Design disp_frame_seq_flat, sky130hd; sources not shown.
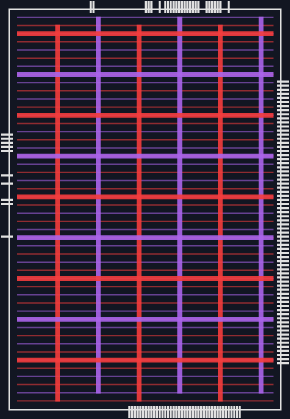
(PDN straps and rails)
(3 px per um) Pins as bars on the die edge.
Key: red = VSS; purple = VDD
9 straps on met5. 147 signal pins sit on the boundary.
peak supply drop: 0.4607 mV
Die Y: 133.0 um
Core ar.: 10,940 um2
width of the die: 90.01 um

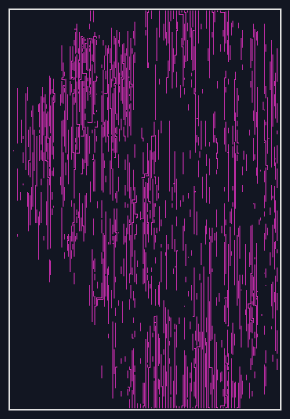
(the metal 2 layer)
(3 px per um)
The wires run mostly vertical. The longest straight run is 47.1 um. The layer carries 6,040 um of wire.
Total Routed Length: 11.35 mm
GR met2 Demand/Resource: 34.50%

==> results.py <==
# Auto-generated metrics
metrics = {
    "layout": {
        "final_area_um2": 6864,
        "regArea_um2": 2658,
        "final-nonclk-buf-share_pct": 24.79,
        "area_growth_pct": 47.28,
        "fillers": 860,
        "signal_buffers": 173,
        "drive_above_1_share_pct": 24.44,
        "clk_share_pct": 4.375,
        "n_antenna_cell": 0,
        "lay_top_cells": "clkdlybuf4s50_1, dfrtp_1, mux2_2",
    },
    "outcome": {
        "outcome": "finished clean",
    },
    "clocking": {
        "cts_inserted_buffers": 9,
        "clock_path_buffers": 2,
        "clock_latency_ps": 340,
        "cts-root-buf": "clkbuf_16",
    },
    "floorplan": {
        "fp_util_pct": 42.61,
    },
    "yosys": {
        "ys_cells": 358,
        "adder_share_pct": 3.221,
        "yosysTopAreaCellShare_pct": 56.91,
        "yosys.area_share.aoi_pct": 6.577,
        "synthTopLogicFamily": "multiplexers",
        "yosys_warnings": 0,
        "top_area_cell": "dfrtp_1",
        "ys_sh_simple_pct": 9.745,
        "topCellsByArea": "dfrtp_1, mux2_2, xnor2_1",
    },
    "worst_setup_path": {
        "path_class": "reg2reg",
        "path_depth": 7,
        "r2r_setup_slack_ps": 40,
        "crit_slowest_cell": "dfrtp_2",
        "crit_family": "AND-OR/OR-AND gates",
        "crit_path_start_kind": "flop",
        "crit_arrival_ps": 2080,
    },
    "route": {
        "viasPerCell": 5.094,
        "dr_wl_met3_um": 604,
        "routed-via-count": 3479,
    },
    "grt": {
        "grt_pass1_vias": 3610,
        "grt-ovfl-total": 0,
    },
    "hold_path": {
        "holdPathStages": 1,
    },
    "power_and_ir_drop": {
        "comb_power_share_pct": 20.4,
        "clkPwrFrac_pct": 34.1,
        "clock_power_uw": 1860,
    },
    "timing": {
        "setup_viol": 0,
    },
    "job": {
        "drv_cap": 0,
    },
    "placement": {
        "globalplace.congestion": 0.8176,
        "pre_cts_slack_ps": -30.10,
    },
}
